==> config.mk <==
export PLATFORM = sky130hd
export DESIGN_NAME = agc_reg_slice
export DESIGN_NICKNAME = d
export VERILOG_FILES = /design/src/rtl/agc_reg_slice.sv
export SDC_FILE = /design/constraint.sdc
export NUM_CORES = 1
export LEC_CHECK = 0
export ABC_AREA = 1
export ABC_CLOCK_PERIOD_IN_PS = 5870
export CAP_MARGIN = 20
export CORE_MARGIN = 3
export CORE_UTILIZATION = 68
export DETAILED_ROUTE_END_ITERATION = 7
export DONT_BUFFER_PORTS = 1
export PLACE_DENSITY_LB_ADDON = 0.12
export SYNTH_ARGS = -nofsm -noshare
export SYNTH_HDL_FRONTEND = slang
export SYNTH_SLANG_ARGS = --single-unit
==> constraint.sdc <==
create_clock -name CLOCK -period 5.87 [get_ports CLOCK]
set_clock_uncertainty 0.05 [all_clocks]
set_input_delay 1.174 -clock CLOCK [delete_from_list [all_inputs] [get_ports CLOCK]]
set_output_delay 1.174 -clock CLOCK [all_outputs]
set_load 0.01 [all_outputs]
run_1/congestion_map.png
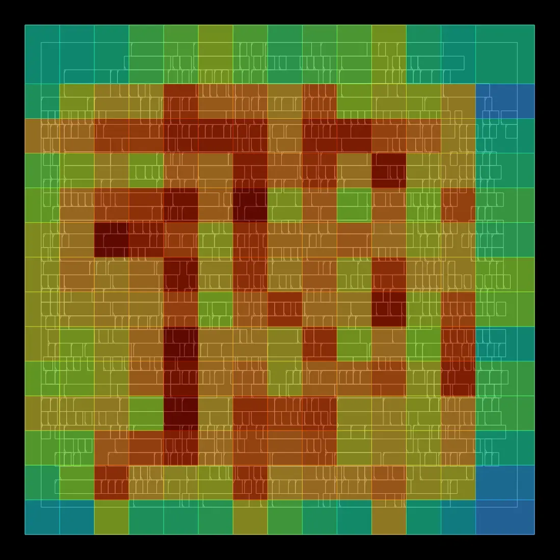
GR Util met1: 50.0%
global routing's busiest layer: met1

run_1/clock_wires.png
Bar = 20 µm.
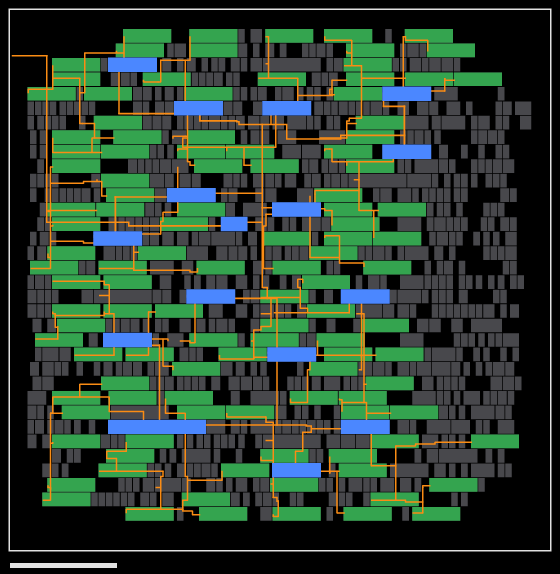
- green: flip-flops (count 113)
- blue: clock-net drivers (count 17)
- orange: clock wires (length 1,390 µm)
- routed clock nets: 18
clock share of power: 43.3%
Insertion Delay late pin: 530 ps
power consumed by the clock network: 0.00114 W

run_1/class_map.png
Bar = 20 µm.
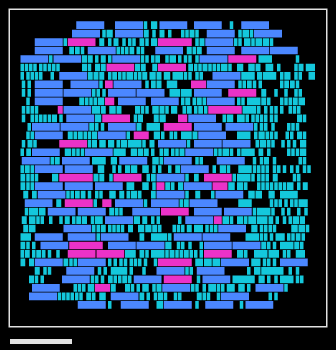
- cyan: remaining logic cells (cells 669)
- blue: sequential cells (cells 113)
- magenta: clock drivers and dummy loads (cells 32)
Core Util, Final: 78.2%
sequential fraction of total cell area: 41.3%
Placement Rows: 34
Design Area, Final: 0.00685 mm²
Core Box Area: 0.00876 mm²

==> impl_metrics.csv, run 1 <==
group,metric,value,unit
floorplanning,die.size.y,101,µm
cells_and_area,n_antenna_cell,0,
cells_and_area,area_delta_synth_final,10.7,%
global_route,first_pass_grt_wire_length,26900,µm
floorplanning,fp-utilization,70.6,%
sta,slew_headroom,35.7,%
sta,drv_slew,0,
worst_hold_path,worst_hold_path_type,"in -> async",
power,leakage_dissipation,3.57,nW
clock_tree,root_buffer_selected_by_cts,"sky130_fd_sc_hd__clkbuf_8",
sta,setup_violations,0,
sta,final_min_period_over_clock_period,67.1,%
logic_synthesis,numSynthFlops,113,
critical_path,setup.worst_path.end_class,"output port",
place,numPortBuffers,0,
sta,final_hold_viol_count,0,
clock_tree,post-cts-setup-buffer-count,0,
clock_tree,cts_htree_levels,4,
cells_and_area,top_layout_cell,"sky130_fd_sc_hd__nand2_1",
clock_tree,clkSinkCount,113,
critical_path,cp_data_arrival_time,2720,ps
global_route,grt_overflow_total,0,
power,power_density,383,mW/mm²
place,post-dp-hpwl,11600,µm
logic_synthesis,synth-main-ff-cell,"sky130_fd_sc_hd__dfrtp_1",
critical_path,crit_path_max_fanout,4,
drt,vias,5537,
logic_synthesis,largest_area_cell,"sky130_fd_sc_hd__dfrtp_1",
cells_and_area,most_frequent_cells_in_the_layout,"sky130_fd_sc_hd__nand2_1 (241), sky130_fd_sc_hd__inv_1 (125), sky130_fd_sc_hd__dfrtp_1 (113)",
cells_and_area,seqCellArea,0.00283,mm²
floorplanning,chip_width,101,µm
critical_path,reg2reg_setup_slack,3380,ps
clock_tree,postCtsHoldBufs,0,
logic_synthesis,synth-cells-yosys,811,
logic_synthesis,ys_area,0.00619,mm²
drt,drt_wl_total,16400,µm
logic_synthesis,synth-async-reset-ratio,100,%
clock_tree,clkTransAtPathRegs,60,ps
floorplanning,num_io_pins,86,
critical_path,worst_path_most_repeated_cell,"sky130_fd_sc_hd__nand2_1",
drt,remaining_drc_errors,0,
run,log.warning_count,28,
sta,totalNegativeSetupSlack,0,ps
critical_path,cpPeakStageDelay,450,ps
logic_synthesis,ys_warn_count,0,
logic_synthesis,post_synth_net_total,864,
sta,clock.fmax,254,MHz
logic_synthesis,synth.most_common_cell,"sky130_fd_sc_hd__nand2_1",
critical_path,critPathTopFamily,"simple AND/OR/NAND/NOR gates",
power,total_power,0.00262,W
clock_tree,cts.path.max_buffers,2,
clock_tree,cts-resized-gates,0,
clock_tree,numCtsBuffers,17,
logic_synthesis,synth-edff-count,0,
drt,routedWlPerCell,17.8,µm
cells_and_area,final_layout_size_suffix_gt1_share,8.97,%
global_route,first_global_vias,5212,
critical_path,worst_ep_required_time,4650,ps
critical_path,cp_num_cells,11,
global_route,antenna_violations_before_repair,0,
sta,rsz0062_at_grt,"no",
logic_synthesis,synth.top_cell.area_share,45.7,%
logic_synthesis,synth_cell_types,42,
critical_path,cell_at_the_slowest_stage_of_the_critical_path,"sky130_fd_sc_hd__fa_1",
critical_path,cp_cell_sequence,"fa_1, inv_1, fa_1, inv_1, nand2_1, nand3_2, nand2_1, nand2_1, nand2_1, and2_1, xor2_1",
logic_synthesis,synthesized_netlist_cell_count,811,
clock_tree,tritoncts_clock_tree,"done",
place,gp_congestion,0.908,
cells_and_area,filler_cell_count,608,
logic_synthesis,synth.area.top_cells,"sky130_fd_sc_hd__dfrtp_1 (46%), sky130_fd_sc_hd__nand2_1 (15%), sky130_fd_sc_hd__inv_1 (7.6%)",
drt,vias_per_inst,6.01,
global_route,gr-usage-all-layers,34.2,%
drt,drt_pre_antenna_iters,5,
logic_synthesis,sequential_share_of_the_synthesized_area,45.7,%
critical_path,worst_r2r_path_depth,11,
power,max-vdd-ir-drop,0.308,mV
sta,worstMarginPinSlew,962,ps
logic_synthesis,ys_top_cells_by_count,"sky130_fd_sc_hd__nand2_1 (241), sky130_fd_sc_hd__inv_1 (125), sky130_fd_sc_hd__dfrtp_1 (113)",
global_route,grt_max_degree,114,
critical_path,critical_path_buf_inv_count,2,
sta,period_minus_slack,3940,ps
logic_synthesis,synthesis.area_per_instance,7.63,µm²
outcome,status,"finished clean",
drt,drtIter0Drc,586,
critical_path,start_kind,"register",
run,drv.max_cap_violation_count,0,
drt,postRouteAntennaNets,0,
critical_path,path_class,"reg -> out",
cells_and_area,multi_input_comb_area,0.00273,mm²
logic_synthesis,synth_area,0.00619,mm²
cells_and_area,finish.net_count,854,
floorplanning,dieArea,0.0103,mm²
==> run 1: cell families (layout without fill, tap and decap cells) <==
logic type,Yosys count,in the layout,share of synthesized area (%)
buffers and inverters,161,164,10.1
and+or+nand+nor,363,363,25.3
xor gates and xnor gates,6,6,0.970
AOI/OAI and AO/OA,151,151,14.2
adders and majority gates,17,17,3.68
DFF,113,113,45.7
==> run 1: power by group <==
group | switching (W) | internal [W]
combinational | 0.000392 | 0.000169
sequential | 0.0000550 | 0.000871
clock | 0.000368 | 0.000767
==> run 1: area by class of cell <==
type / instances / area share (%)
Inverter: 132 / 7.23
Tap cell: 108 / 1.97
Sequential cell: 113 / 41.3
Clock inverter: 12 / 2.98
Clock buffer: 20 / 6.65
Multi-Input combinational cell: 537 / 39.9
==> run 1: stage by stage <==
step | cell area (µm²) | hold slack (ps) | utilization (%) | setup WS [ps] | std cells
4_1_cts | 6850 | 278 | 78.2 | 1920 | 922
3_5_place_dp | 6190 | 410 | 70.7 | 2440 | 890
2_1_floorplan | 6190 | 394 | - | 2670 | 811
5_1_grt | 6850 | 270 | 78.2 | 1740 | 922
3_3_place_gp | 6190 | 406 | 70.7 | 2490 | 890
6_report | 6850 | 286 | 78.2 | 1930 | 922
==> run 1: layer usage <==
layer / wire, µm / share of wire, % / track usage, % / up-vias
li1: - / - / - / 2576
met3: 1980 / 12 / 10.5 / 35
met5: 0 / 0 / 0 / -
met4: 238 / 1.4 / 10.0 / 0
met1: 6940 / 42 / 50.0 / 2596
met2: 7280 / 44 / 49.6 / 330
run_1/route_heat.png
Bar = 20 µm. 20 x 20 tiles, from dark blue (low) to red (high), scaled to the fullest tile. Values are wire area over tile area, all layers added.
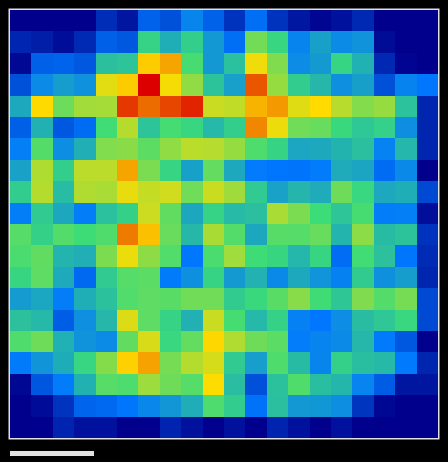

--- run 2 (diff from run 1) ---
--- a/config.mk
+++ b/config.mk
@@ -6,10 +6,10 @@
 export NUM_CORES = 1
 export LEC_CHECK = 0
 export ABC_AREA = 1
-export ABC_CLOCK_PERIOD_IN_PS = 5870
+export ABC_CLOCK_PERIOD_IN_PS = 3160
 export CAP_MARGIN = 20
 export CORE_MARGIN = 3
-export CORE_UTILIZATION = 68
+export CORE_UTILIZATION = 58
 export DETAILED_ROUTE_END_ITERATION = 7
 export DONT_BUFFER_PORTS = 1
 export PLACE_DENSITY_LB_ADDON = 0.12
==> constraint.sdc (replaced) <==
create_clock -name CLOCK -period 3.16 [get_ports CLOCK]
set_clock_uncertainty 0.05 [all_clocks]
set_input_delay 0.632 -clock CLOCK [delete_from_list [all_inputs] [get_ports CLOCK]]
set_output_delay 0.632 -clock CLOCK [all_outputs]
set_load 0.01 [all_outputs]
run_2/route_heat.png
Bar = 20 µm. 22 x 22 tiles, from dark blue (low) to red (high), scaled to the fullest tile. Values are wire area over tile area, all layers added.
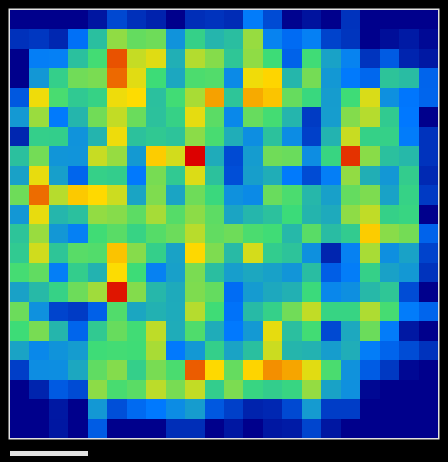
- fullest tile: 0.56
- nearly empty tiles: 9.5%
- tiles over half the peak: 33%
- mean over tiles: 0.21
- densest ninth of the die: west
- emptiest ninth of the die: south-east
Routed wire per std cell: 16.2 µm
total wire length after detailed routing: 15,600 µm

==> run 2 against run 1 <==
Net effect: the run now ends with negative hold slack left; critical path depth unchanged; worst hold slack got worse by 540 ps; synthesized area unchanged; utilization fell by 9.5 points; critical path type unchanged; largest cell class is now combinational gates.
==> impl_metrics.csv, run 2 <==
group,metric,value,unit
sta,final_hold_viol_count,113,
critical_path,setup.worst_path.end_class,"output port",
critical_path,start_kind,"register",
logic_synthesis,post_synth_net_total,864,
logic_synthesis,synthesized_netlist_cell_count,811,
logic_synthesis,synth.area.top_cells,"sky130_fd_sc_hd__dfrtp_1 (46%), sky130_fd_sc_hd__nand2_1 (15%), sky130_fd_sc_hd__inv_1 (7.6%)",
logic_synthesis,numSynthFlops,113,
logic_synthesis,synth_area,0.00619,mm²
cells_and_area,filler_cell_count,859,
power,power.internal,0.00336,W
critical_path,worst_path_most_repeated_cell,"sky130_fd_sc_hd__nand2_1",
floorplanning,chip_width,109,µm
sta,clock.fmax,321,MHz
critical_path,cell_at_the_slowest_stage_of_the_critical_path,"sky130_fd_sc_hd__dfrtp_1",
floorplanning,num_io_pins,86,
sta,fin_hold_ws,-256,ps
critical_path,worst_ep_required_time,2480,ps
cells_and_area,most_frequent_cells_in_the_layout,"sky130_fd_sc_hd__nand2_1 (235), sky130_fd_sc_hd__inv_1 (123), sky130_fd_sc_hd__dfrtp_1 (113)",
place,gp_congestion,0.885,
logic_synthesis,ys_warn_count,0,
sta,rsz0062_at_grt,"yes",
clock_tree,root_buffer_selected_by_cts,"sky130_fd_sc_hd__clkbuf_8",
outcome,status,"complete, but fails checks",
power,combinationalPowerShare,23.5,%
floorplanning,row_count,37,
critical_path,cp_num_cells,11,
outcome,failed_checks,"negative hold slack",
global_route,first_global_vias,5038,
place,numPortBuffers,0,
clock_tree,tritoncts_clock_tree,"done",
sta,period_minus_slack,3120,ps
floorplanning,fp-utilization,59.7,%
drt,drt_pre_antenna_iters,6,
cells_and_area,finish.net_count,867,
logic_synthesis,synth.most_common_cell,"sky130_fd_sc_hd__nand2_1",
floorplanning,die.size.y,109,µm
clock_tree,insertion_delay_late_pin,530,ps
logic_synthesis,synth-main-ff-cell,"sky130_fd_sc_hd__dfrtp_1",
sta,worstMarginPinSlew,869,ps
power,power_density,684,mW/mm²
drt,vias,5277,
clock_tree,cts_htree_levels,4,
global_route,gr-usage-all-layers,27.5,%
worst_hold_path,worst_hold_path_type,"in -> async",
critical_path,crit_path_max_fanout,7,
drt,postRouteAntennaNets,0,
logic_synthesis,synth-cells-yosys,811,
run_2/gates.png
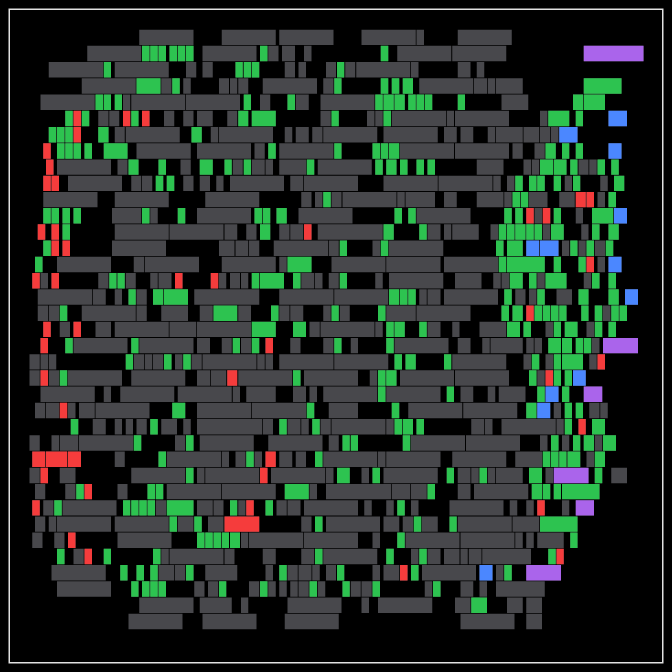
- green: nand cells (cells 303; where widely spread)
- red: nor cells (cells 48)
- purple: xor and xnor cells (cells 6)
- blue: and/or cells (cells 12)
Commonest Layout Cell: sky130_fd_sc_hd__nand2_1
multi-input gate share of the layout cell area: 40.7%
final cell count without fillers: 963

## run 2: power groups by stage
stage | combinational (W) | sequential (W) | clock (W)
after floorplan | 0.000797 | 0.00171 | 0
after global routing | 0.00128 | 0.00173 | 0.00209
after detailed placement | 0.00102 | 0.00174 | 0
after global placement | 0.000995 | 0.00173 | 0
final | 0.00115 | 0.00172 | 0.00201
after CTS | 0.00105 | 0.00171 | 0.00202
## run 2: layout make-up
cell class	count	area [µm²]	area share [%]
multi-input combinational	537	2900	40.7
sequential	113	2830	39.7
inverter	132	495	6.96
clock buffer	22	473	6.64
tap	136	170	2.39
clock inverter	10	155	2.18
timing repair buffer	13	97.6	1.37
## run 2: routing by layer
| layer | GRT usage [%] | part of all wire [%] |
|---|---|---|
| met5 | 0 | 0 |
| met2 | 41.0 | 45 |
| met4 | 8.19 | 1.1 |
| met1 | 39.6 | 46 |
| met3 | 7.46 | 8.0 |
## run 2: per-stage QoR
step | utilization, % | hold WS [ps] | TNS [ps] | instance area (µm²) | instances
final | 68.7 | -256 | 0 | 7120 | 963
after floorplan | - | 286 | 0 | 6190 | 811
after global placement | 60.7 | 289 | 0 | 6290 | 927
after global routing | 68.7 | -267 | -302 | 7120 | 963
after CTS | 67.1 | -270 | -11.3 | 6960 | 960
after detailed placement | 60.7 | 289 | 0 | 6290 | 927
## run 2: logic make-up after synthesis
group,count (synthesis),share of synthesized area (%)
AOI/OAI and AO/OA,151,14.2
xor gates and xnor gates,6,0.970
adders and majority gates,17,3.68
buffers and inverters,161,10.1
DFF,113,45.7
and+or+nand+nor,363,25.3
## run 2: what timing repair did
item,4_1_cts,5_1_grt
endpoints found under the setup margin,4,14
resized,8,29
hold endpoints to repair,113,113
setup buffers,1,3
pin swaps,2,9
Power and IR drop assume default switching activity.
